### M1 wires

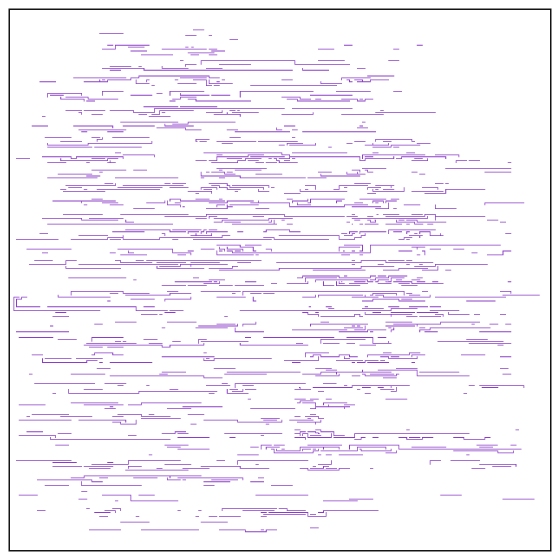
### Register map, names as in the netlist

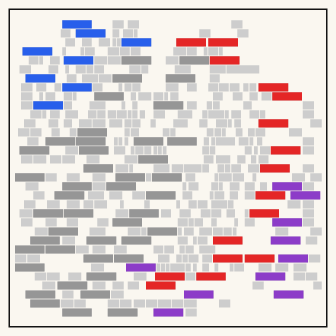
### Met2 routing

Cells faint in the background.
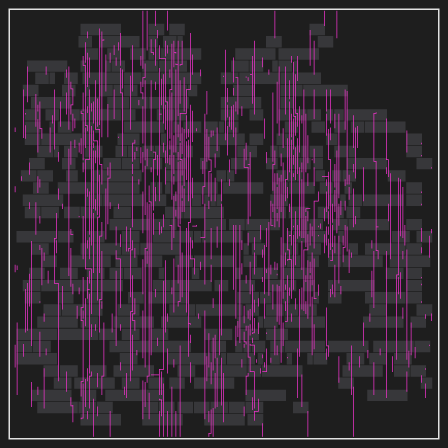
### Placement density heat map

The die is cut into 10 by 10 equal tiles; white is low, dark blue is high, 0 to 100% covered.
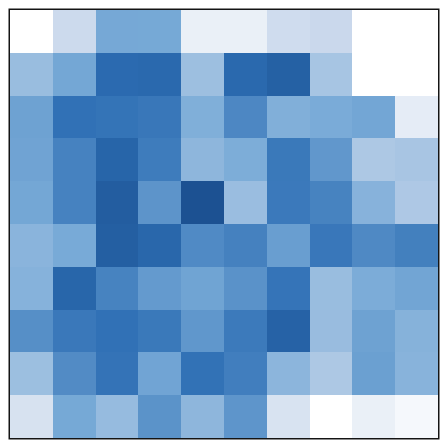
### Placement view

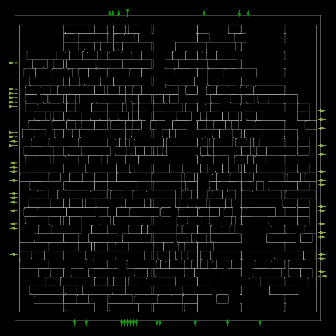
`src/rtl/cr16_bram_loader.sv`:
```
// ---------------------------------------------------------------------------
// cr16_bram_loader
//
// Boot-time program loader. Accepts a framed byte stream on a valid/ready
// handshake, assembles it into 16-bit words and writes them into BRAM port B.
// The CR16 core is held in reset until the whole image has been written and
// its checksum verified.
//
// Frame: LEN_HI, LEN_LO (word count N, big-endian), N words (high byte first),
//        one checksum byte = XOR of all 2N data bytes (0x00 when N = 0).
//
// Ports
//   I_CLK                 clock
//   I_NRESET              asynchronous active-low reset
//   I_BYTE_VALID          source presents a byte on I_BYTE
//   I_BYTE[7:0]           stream byte
//   O_BYTE_READY          loader accepts I_BYTE this cycle
//   O_MEM_ADDRESS_B       BRAM port B word address
//   O_MEM_DATA_B[15:0]    BRAM port B write data
//   O_MEM_WRITE_ENABLE_B  BRAM port B write strobe (one cycle per word)
//   O_CPU_NRESET          active-low CR16 reset, released once load verified
//   O_DONE                image written and checksum matched
//   O_ERROR               length, checksum or timeout failure
//   O_WORD_COUNT[15:0]    words written so far in the current frame
// ---------------------------------------------------------------------------
module cr16_bram_loader #(
    parameter int P_ADDRESS_WIDTH  = 10,
    parameter int P_START_ADDRESS  = 0,
    parameter int P_TIMEOUT_CYCLES = 0
) (
    input  logic                       I_CLK,
    input  logic                       I_NRESET,
    input  logic                       I_BYTE_VALID,
    input  logic [7:0]                 I_BYTE,
    output logic                       O_BYTE_READY,
    output logic [P_ADDRESS_WIDTH-1:0] O_MEM_ADDRESS_B,
    output logic [15:0]                O_MEM_DATA_B,
    output logic                       O_MEM_WRITE_ENABLE_B,
    output logic                       O_CPU_NRESET,
    output logic                       O_DONE,
    output logic                       O_ERROR,
    output logic [15:0]                O_WORD_COUNT
);

    typedef enum logic [2:0] {
        S_LEN_HI,
        S_LEN_LO,
        S_DATA_HI,
        S_DATA_LO,
        S_WRITE,
        S_CHECK,
        S_DONE,
        S_ERROR
    } state_t;

    // Words that fit between the start address and the top of the BRAM.
    localparam logic [31:0] L_CAPACITY =
        32'((2 ** P_ADDRESS_WIDTH) - P_START_ADDRESS);
    localparam logic [P_ADDRESS_WIDTH-1:0] L_START =
        P_ADDRESS_WIDTH'(P_START_ADDRESS);
    localparam bit L_TIMEOUT_EN = (P_TIMEOUT_CYCLES != 0);
    // Timeout fires on the edge where the idle count would reach the limit.
    localparam logic [31:0] L_IDLE_LIMIT =
        (P_TIMEOUT_CYCLES == 0) ? 32'd0 : 32'(P_TIMEOUT_CYCLES - 1);

    state_t                       r_state;
    state_t                       w_next_state;
    logic [15:0]                  r_len;
    logic [7:0]                   r_hi;
    logic [7:0]                   r_csum;
    logic [15:0]                  r_word_count;
    logic [31:0]                  r_idle;
    logic [P_ADDRESS_WIDTH-1:0]   r_addr;
    logic [15:0]                  r_data;

    logic                         w_accept;
    logic [15:0]                  w_len;
    logic                         w_len_oversize;
    logic                         w_last_word;
    logic                         w_counting;
    logic                         w_timeout;
    logic [P_ADDRESS_WIDTH-1:0]   w_word_addr;

    assign w_accept       = I_BYTE_VALID && O_BYTE_READY;
    assign w_len          = {r_len[15:8], I_BYTE};
    assign w_len_oversize = ({16'd0, w_len} > L_CAPACITY);
    // Evaluated in S_WRITE, before the word count has been bumped.
    assign w_last_word    = ((r_word_count + 16'd1) == r_len);
    // Length check bounds the index below capacity, so truncation never wraps.
    assign w_word_addr    = L_START + P_ADDRESS_WIDTH'(r_word_count);

    // Idle cycles only count once a frame has started and until it resolves.
    always_comb begin
        case (r_state)
            S_LEN_LO, S_DATA_HI, S_DATA_LO, S_WRITE, S_CHECK: w_counting = 1'b1;
            default:                                          w_counting = 1'b0;
        endcase
    end

    assign w_timeout = L_TIMEOUT_EN && w_counting && !w_accept &&
                       (r_idle == L_IDLE_LIMIT);

    // ------------------------------------------------------------------
    // State register
    // ------------------------------------------------------------------
    // NOTE: sequential state is updated with non-blocking assignments so
    // every register samples the pre-edge values of its neighbours.
    always_ff @(posedge I_CLK or negedge I_NRESET) begin
        if (!I_NRESET) begin
            r_state <= S_LEN_HI;
        end else begin
            r_state <= w_next_state;
        end
    end

    // ------------------------------------------------------------------
    // Next-state logic
    // ------------------------------------------------------------------
    // NOTE: the default assignment first keeps this block free of latches
    // whichever case arm is taken.
    always_comb begin
        w_next_state = r_state;
        if (w_timeout) begin
            w_next_state = S_ERROR;
        end else begin
            case (r_state)
                S_LEN_HI: if (w_accept) w_next_state = S_LEN_LO;
                S_LEN_LO: begin
                    if (w_accept) begin
                        if (w_len_oversize)      w_next_state = S_ERROR;
                        else if (w_len == 16'd0) w_next_state = S_CHECK;
                        else                     w_next_state = S_DATA_HI;
                    end
                end
                S_DATA_HI: if (w_accept) w_next_state = S_DATA_LO;
                S_DATA_LO: if (w_accept) w_next_state = S_WRITE;
                S_WRITE:   w_next_state = w_last_word ? S_CHECK : S_DATA_HI;
                S_CHECK: begin
                    if (w_accept) begin
                        w_next_state = (I_BYTE == r_csum) ? S_DONE : S_ERROR;
                    end
                end
                S_DONE:  w_next_state = S_DONE;
                S_ERROR: w_next_state = S_ERROR;
                default: w_next_state = S_ERROR;
            endcase
        end
    end

    // ------------------------------------------------------------------
    // Output decode (all driven from the registered state)
    // ------------------------------------------------------------------
    always_comb begin
        O_BYTE_READY         = 1'b0;
        O_MEM_WRITE_ENABLE_B = 1'b0;
        O_DONE               = 1'b0;
        O_ERROR              = 1'b0;
        O_CPU_NRESET         = 1'b0;
        case (r_state)
            S_LEN_HI, S_LEN_LO, S_DATA_HI, S_DATA_LO, S_CHECK:
                O_BYTE_READY = 1'b1;
            S_WRITE:
                O_MEM_WRITE_ENABLE_B = 1'b1;
            S_DONE: begin
                O_DONE       = 1'b1;
                O_CPU_NRESET = 1'b1;
            end
            S_ERROR:
                O_ERROR = 1'b1;
            default: ;
        endcase
    end

    // ------------------------------------------------------------------
    // Datapath: length, word assembly, checksum, write port, idle counter
    // ------------------------------------------------------------------
    // NOTE: only the loader's own registers are reset; the BRAM contents
    // are deliberately left alone so a reset never erases written words.
    always_ff @(posedge I_CLK or negedge I_NRESET) begin
        if (!I_NRESET) begin
            r_len        <= 16'd0;
            r_hi         <= 8'd0;
            r_csum       <= 8'd0;
            r_word_count <= 16'd0;
            r_idle       <= 32'd0;
            r_addr       <= '0;
            r_data       <= 16'd0;
        end else begin
            if (!w_counting || w_accept) begin
                r_idle <= 32'd0;
            end else if (L_TIMEOUT_EN) begin
                r_idle <= r_idle + 32'd1;
            end

            if (w_accept) begin
                case (r_state)
                    S_LEN_HI:  r_len[15:8] <= I_BYTE;
                    S_LEN_LO:  r_len[7:0]  <= I_BYTE;
                    S_DATA_HI: begin
                        r_hi   <= I_BYTE;
                        r_csum <= r_csum ^ I_BYTE;
                    end
                    S_DATA_LO: begin
                        // Address and data are latched here so they are
                        // stable for the whole S_WRITE cycle and hold after.
                        r_csum <= r_csum ^ I_BYTE;
                        r_data <= {r_hi, I_BYTE};
                        r_addr <= w_word_addr;
                    end
                    default: ;
                endcase
            end

            if (r_state == S_WRITE) begin
                r_word_count <= r_word_count + 16'd1;
            end
        end
    end

    assign O_MEM_ADDRESS_B = r_addr;
    assign O_MEM_DATA_B    = r_data;
    assign O_WORD_COUNT    = r_word_count;

endmodule

```
`config.mk`:
```
export PLATFORM = sky130hd
export DESIGN_NAME = cr16_bram_loader
export DESIGN_NICKNAME = d
export VERILOG_FILES = /design/src/rtl/cr16_bram_loader.sv
export SDC_FILE = /design/constraint.sdc
export NUM_CORES = 1
export LEC_CHECK = 0
export CORE_MARGIN = 1
export CORE_UTILIZATION = 45
export DETAILED_ROUTE_END_ITERATION = 10
export PLACE_DENSITY = 0.67
export SYNTH_ARGS = -nofsm -noshare
export SYNTH_HDL_FRONTEND = slang
export SYNTH_SLANG_ARGS = --single-unit
```
`constraint.sdc`:
```
create_clock -name I_CLK -period 3.1 [get_ports I_CLK]
set_clock_uncertainty 0.05 [all_clocks]
set_input_delay 0.31 -clock I_CLK [delete_from_list [all_inputs] [get_ports I_CLK]]
set_output_delay 0.31 -clock I_CLK [all_outputs]
set_load 0.005 [all_outputs]
```
==> results_dict.tcl <==
# flow metrics
set metrics [dict create \
    cp_max_fo 15 \
    r2r-start "O_WORD_COUNT[0]" \
    synth_cell_types 55 \
    dp_slack_ns 0.524 \
    top_layer "met4" \
    layout_top_cell "dfrtp_1" \
    cts_sinks 77 \
    clock_buffers 9 \
    p_per_area_nw_per_um2 764 \
    post-route-period-util_pct 84.2 \
    status "completed" \
    max_slew.worst_pin.slew_ns 0.963 \
    finalCriticalPeriod_ns 2.61 \
    layout.cells.non_filler 500 \
    grtUsageMet3_pct 4.86 \
    bufAreaShareNonClock_pct 13.3 \
    crit_path_end_kind "output pin" \
    nWellTaps 105 \
    power_w 0.00361 \
    drv_cap 0 \
    p_leak_nw 1.99 \
    clkPwrFrac_pct 20.9 \
    top_power_group "registers" \
    io_pins 58 \
    arrival_ns 2.25 \
    ys_cells 335 \
    fp.dieW_um 95.5 \
    simple_gate_share_pct 14.4 \
    cts_buffer_depth 2 \
    wirelength_um 8510 \
    final-clk-cell-share_pct 4.18 \
    track_usage_pct 20.9 \
    cp_slowest_stage_delay_ns 0.64 \
]
## Picture notes: 'M1 wires'
share of all routed wire	46%
wire length on this layer	3,930 um
main direction	horizontal
longest straight run	28.5 um
nets with wire on the layer	341

## Picture notes: 'Register map, names as in the netlist'
color	signal	placed flops
red	`O_WORD_COUNT`	16
blue	`r_csum`	8
purple	`O_MEM_ADDRESS_B`	10
not colored	43
Final Util: 56.7%
Sequential Power: 0.00165 W
Seq area share: 40.7%
FF/Latch Area: 1930 um2

## Picture notes: 'Met2 routing'
nets with wire on the layer	350
share of all routed wire	47%
wire length on this layer	4,040 um
main direction	vertical
longest straight run	38.4 um

## Picture notes: 'Placement density heat map'
tiles over 75% full	11%
nearly empty tiles	6.0%
mean over tiles	51%
emptiest ninth of the die	top right
fullest tile	87%
Init Core Util: 47.1%
core area: 8340 um2

## Picture notes: 'Placement view'
Fill cells: 731
site row count: 33
seq_cells: 77

==> cell usage after synthesis (all sizes together) (2+ instances only) <==
cell | instances | area [um2]
dfrtp | 77 | 1930
mux2 | 48 | 541
xnor2 | 30 | 263
nand2 | 28 | 105
xor2 | 19 | 166
buf | 16 | 109
nor2 | 15 | 58.8
nand4 | 9 | 62.6
nand3 | 8 | 40.0
a21oi | 7 | 35.0
nor3 | 7 | 50.1
o21ai | 7 | 35.0
clkbuf | 5 | 48.8
inv | 5 | 18.8
nand2b | 5 | 31.3
or4 | 5 | 45.0
and4 | 4 | 35.0
nor3b | 4 | 30.0
a31oi | 3 | 18.8
and3 | 3 | 18.8
nor4 | 3 | 31.3
a2111oi | 2 | 37.5
mux2i | 2 | 23.8
nand3b | 2 | 15.0
o31ai | 2 | 15.0
Power is estimated from default activity; no workload was simulated.
